### src/rtl/hazard_scoreboard.sv
// ID-stage RAW hazard unit: decodes the ID instruction and tracks in-flight writers.
// Raises a zero-latency stall in no-forwarding or load-use-only forwarding mode.
module hazard_scoreboard #(
  parameter int DEPTH       = 3,
  parameter int FWD         = 0,
  parameter int FLUSH_DEPTH = 1,
  parameter int CNT_W       = 32
) (
  input  logic             clk,
  input  logic             rst,
  input  logic [31:0]      inst,
  input  logic             id_valid,
  input  logic             flush,
  output logic [4:0]       rs1,
  output logic [4:0]       rs2,
  output logic [4:0]       rd,
  output logic             re1,
  output logic             re2,
  output logic             we,
  output logic             stall,
  output logic [3:0]       inflight,
  output logic [CNT_W-1:0] stall_cycles
);
  localparam logic [CNT_W-1:0] CNT_MAX = '1;

  logic [4:0]       opc;
  logic             we_raw;
  logic             is_load;
  logic             issue;
  logic             hit1;
  logic             hit2;
  logic             hz1;
  logic             hz2;
  logic [DEPTH-1:0] sh_v;
  logic [DEPTH-1:0] sh_ld;
  logic [4:0]       sh_rd [DEPTH];
  logic [DEPTH-1:0] nxt_v;
  logic [DEPTH-1:0] nxt_ld;
  logic [4:0]       nxt_rd [DEPTH];
  logic [3:0]       nxt_cnt;
  logic             unused_bits;

  assign rs1 = inst[19:15];
  assign rs2 = inst[24:20];
  assign rd  = inst[11:7];
  assign opc = inst[6:2];
  // The WB entry retires without being compared, and funct7/quadrant bits are never decoded.
  assign unused_bits = ^{inst[31:25], inst[1:0], sh_v[DEPTH-1], sh_ld[DEPTH-1], sh_rd[DEPTH-1]};

  always_comb begin
    re1     = 1'b0;
    re2     = 1'b0;
    we_raw  = 1'b0;
    is_load = 1'b0;
    case (opc)
      5'b01100: begin re1 = 1'b1; re2 = 1'b1; we_raw = 1'b1; end
      5'b00100: begin re1 = 1'b1; we_raw = 1'b1; end
      5'b00000: begin re1 = 1'b1; we_raw = 1'b1; is_load = 1'b1; end
      5'b01000: begin re1 = 1'b1; re2 = 1'b1; end
      5'b11000: begin re1 = 1'b1; re2 = 1'b1; end
      5'b01101, 5'b00101, 5'b11011: we_raw = 1'b1;
      5'b11001: begin re1 = 1'b1; we_raw = 1'b1; end
      default: ;
    endcase
  end

  assign we = we_raw & (rd != 5'd0);

  // ID: compare sources against the pre-WB shadow entries
  always_comb begin
    hit1 = 1'b0;
    hit2 = 1'b0;
    for (int i = 0; i < DEPTH - 1; i++) begin
      if (FWD == 0 || (i == 0 && sh_ld[i])) begin
        if (sh_v[i] && sh_rd[i] == rs1) hit1 = 1'b1;
        if (sh_v[i] && sh_rd[i] == rs2) hit2 = 1'b1;
      end
    end
  end

  assign hz1   = re1 & (rs1 != 5'd0) & hit1;
  assign hz2   = re2 & (rs2 != 5'd0) & hit2;
  assign stall = id_valid & ~flush & (hz1 | hz2);
  assign issue = id_valid & ~stall & ~flush;

  // EX..WB: shadow shift, flush kills the youngest FLUSH_DEPTH-1 entries in transit
  always_comb begin
    nxt_v  = '0;
    nxt_ld = '0;
    for (int i = 0; i < DEPTH; i++) nxt_rd[i] = '0;
    nxt_v[0]  = issue & we;
    nxt_rd[0] = rd;
    nxt_ld[0] = is_load;
    for (int i = 1; i < DEPTH; i++) begin
      nxt_v[i]  = sh_v[i-1] & ~(flush & (i < FLUSH_DEPTH));
      nxt_rd[i] = sh_rd[i-1];
      nxt_ld[i] = sh_ld[i-1];
    end
    nxt_cnt = '0;
    for (int i = 0; i < DEPTH; i++) nxt_cnt = nxt_cnt + 4'(nxt_v[i]);
  end

  always_ff @(posedge clk or posedge rst) begin
    if (rst) begin
      sh_v         <= '0;
      sh_ld        <= '0;
      for (int i = 0; i < DEPTH; i++) sh_rd[i] <= '0;
      inflight     <= '0;
      stall_cycles <= '0;
    end else begin
      sh_v     <= nxt_v;
      sh_ld    <= nxt_ld;
      for (int i = 0; i < DEPTH; i++) sh_rd[i] <= nxt_rd[i];
      inflight <= nxt_cnt;
      if (stall && stall_cycles != CNT_MAX) stall_cycles <= stall_cycles + CNT_W'(1);
    end
  end
endmodule

### config.mk
export PLATFORM = sky130hd
export DESIGN_NAME = hazard_scoreboard
export DESIGN_NICKNAME = d
export VERILOG_FILES = /design/src/rtl/hazard_scoreboard.sv
export SDC_FILE = /design/constraint.sdc
export NUM_CORES = 1
export LEC_CHECK = 0
export CAP_MARGIN = 20
export CORE_MARGIN = 3
export CORE_UTILIZATION = 46
export CTS_BUF_LIST = sky130_fd_sc_hd__clkbuf_4 sky130_fd_sc_hd__clkbuf_8
export DETAILED_ROUTE_END_ITERATION = 10
export PLACE_DENSITY_LB_ADDON = 0.3
export RECOVER_POWER = 50
export SLEW_MARGIN = 20
export SYNTH_ARGS = -nofsm -noshare
export SYNTH_HDL_FRONTEND = slang
export SYNTH_SLANG_ARGS = --single-unit
### constraint.sdc
create_clock -name clk -period 2.8 [get_ports clk]
set_input_delay 0.28 -clock clk [delete_from_list [all_inputs] [get_ports clk]]
set_output_delay 0.28 -clock clk [all_outputs]
set_load 0.01 [all_outputs]
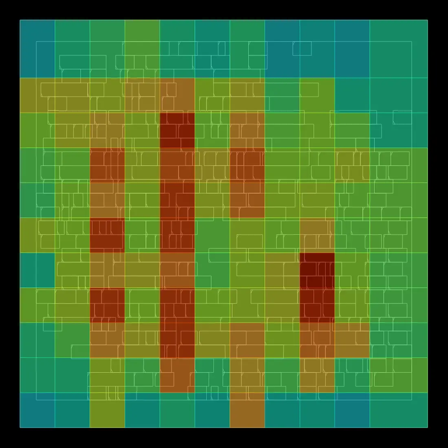
(track usage over the die)
Global Route met1 Usage: 23.7%
drt wl/cell: 14.5 um
met2 demand-to-capacity share in global routing: 30.0%
GRT Total Usage: 18.1%
Most Used Layer, Global Route: met2

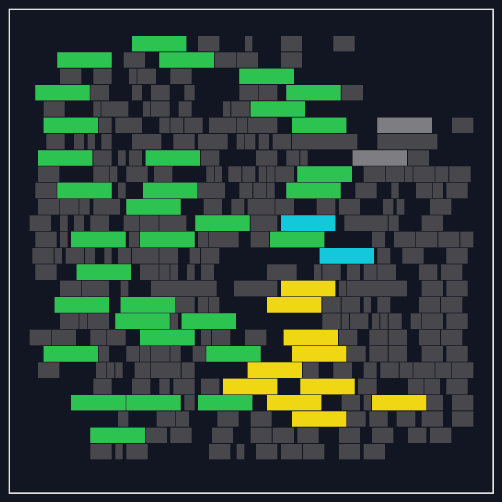
(sequential cells grouped by signal name)
(6 px per um)
netlist name	colour	sequential cells
sh_v	cyan	2
nxt_rd	yellow	10
stall_cycles	green	32

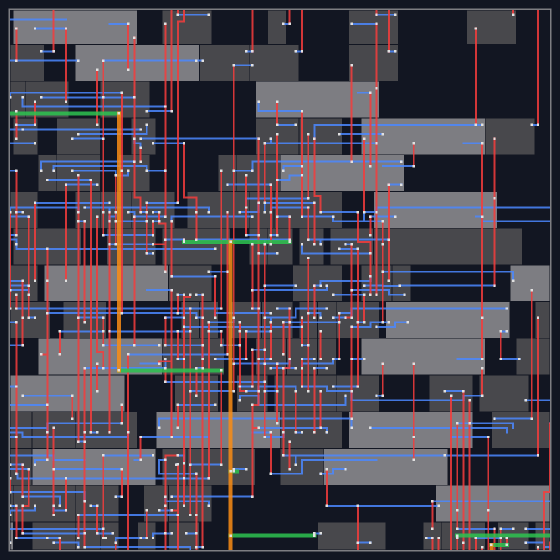
(a small window of the routed layout)
Window x 20 to 60, y 36 to 76 um. Cells in grey, sequential cells in the stronger grey; small squares are vias.
layer	colour
met4	orange
met1	blue
met2	red
met3	green
sequential cells in the window	16
cells with their middle in the window	99
most frequent	dfrtp_1 (16), xor2_1 (13)
netlist names of flops here include	stall_cycles (14), sh_v (2)

==> out/qor.txt <==
Main power-consuming group - registers
Type of origin of the critical path - input port
Most used flip-flop cell after synthesis - sky130_fd_sc_hd__dfrtp_1
Hold Crit Depth - 0
Proportion of total power due to net switching - 20.4%
Number of warnings issued by yosys - 0
Seq/Total Area, Yosys - 45.2%
Critical path peak fanout - 2
Setup fix buffers added after clock tree synthesis - 0
Reg-to-reg critical path startpoint - stall_cycles[10]
Via count of the routed design - 1986
Reg area - 0.00115 mm^2
Placed Cells incl. Taps - 370
Power in the clock group - 598 uW
Power attributed to combinational cells - 143 uW
Total routed wirelength - 5500 um
Synth top area cells - sky130_fd_sc_hd__dfrtp_1, sky130_fd_sc_hd__xnor2_1, sky130_fd_sc_hd__xor2_1, sky130_fd_sc_hd__buf_4, sky130_fd_sc_hd__nor4_2
Length of routed met2 wiring - 2640 um
Gate family responsible for the most delay along the worst path - buffers and inverters
Max IR drop VDD - 0.222 mV
Cell internal pwr - 1130 uW
Setup crit end kind - output port
Share of total power in the clock network - 42.0%
Area of the mapped netlist - 0.00255 mm^2
Crit share post-route - 93.9%
Setup repair after global routing missed its margin - false
Number of rows in the core area - 26
Cell type contributing the most total cell area after synthesis - sky130_fd_sc_hd__dfrtp_1
Termination of the worst setup path - stall
Die boundary height - 80.4 um
Flop share of the area - 33.6%
Taps Inserted - 70
FF-to-FF path depth - 7
Floorplan core area - 0.00524 mm^2
Vias in the first global route - 1973
Count of warning messages emitted by the tools - 38
Number of filler cells placed in the layout - 429
Share of power burned in combinational logic - 10.1%
FMAX - 380 MHz
Slew at the pin closest to its max-slew limit - 1110 ps
Final Instance Area - 0.00342 mm^2
Most common cell in the netlist - sky130_fd_sc_hd__dfrtp_1
Logic share of the area - 34.9%
DP HPWL - 4080 um
Worst-path cell chain - clkdlybuf4s50_1, or4_1, o21a_2, a32oi_4, inv_1, clkdlybuf4s50_1
Min Clock Period, post-route - 2630 ps
Level count of the clock H-tree - 2
Data required time at the worst endpoint - 2520 ps
Dominant kind of cell by area - multi-input combinational cells
Number of flip-flops and latches - 46
Async set-or-reset flop fraction in the synthesized netlist - 100%
Non-clock buffer share - 23.8%
Yosys stat cell total - 241
Yosys top cell area share - 45.2%
Register share of total power - 47.9%
Switching Power - 290 uW
Layout clock area frac - 4.17%
Sum Neg Setup Slack - 0 ps
Post-layout power - 1420 uW
Non-clock buffer total of the final layout - 82
Die outline width - 80.4 um
Number of buffers on the longest clock path - 2
Fraction of the mapped netlist area in simple logic gates - 23.1%
Endpoint of the worst hold path - nxt_rd[4]
Most frequent cell on the critical path - sky130_fd_sc_hd__clkdlybuf4s50_1
Slowest cell on the critical path - sky130_fd_sc_hd__or4_1
Synthesized instance count - 241
Clock tree from TritonCTS - yes
Multi-input combinational cell area - 0.00119 mm^2
Arrival time of the worst setup path - 2350 ps
Number of enable flip-flop cells - 0
Routed met1 length - 2360 um
Maximum number of pins on one net before global-route repair - 47
Commonest cells post-synth - sky130_fd_sc_hd__dfrtp_1, sky130_fd_sc_hd__xnor2_1, sky130_fd_sc_hd__xor2_1, sky130_fd_sc_hd__buf_4, sky130_fd_sc_hd__nand2_1
Port bufs - 76
Remaining design rule violation count - 0
Most frequent logic cells in the routed design - sky130_fd_sc_hd__clkdlybuf4s50_1, sky130_fd_sc_hd__dfrtp_1, sky130_fd_sc_hd__xnor2_1
Hold-fix buffer count after cts - 0
Number of DRC markers in iteration 0 - 68
Worst Hold Class - reg2reg
WL met3 - 403 um
Clock-pin slew of the registers on the worst-case setup and hold paths - 80 ps
Tally of clock buffers in the finished layout - 6
Post-synth regs - 46
Setup-violating endpoint count in the final report - 0
Final worst slack - 171 ps
Logic Gate Count - 164
Met3 track demand over resource in global routing - 4.04%
Core utilization of the finished layout - 65.3%
Register bank with the most flops - stall_cycles
Largest logic family - simple AND/OR/NAND/NOR gates
Die Area - 0.00647 mm^2
Number of standard cells in the final layout excluding fillers - 378
Number of stages on the worst setup path - 6
Chip Area, Yosys - 0.00255 mm^2
Worst stage delay on the critical path - 540 ps
Sink Count - 46
Critical path buffer and inverter count - 3
Overflow left after global routing - 0
Number of ordinary inverters in the final layout - 8
Wire length of the first global-routing pass - 9250 um
Fraction of final layout cells sized beyond drive strength 1 - 10.1%
GPL Wtd Cong - 0.878
Result of the run - completed
Uppermost layer routed - met4
Top cell excl fill/tap - sky130_fd_sc_hd__clkdlybuf4s50_1
Power figures rest on the tool's default switching activity, not on a simulated workload.
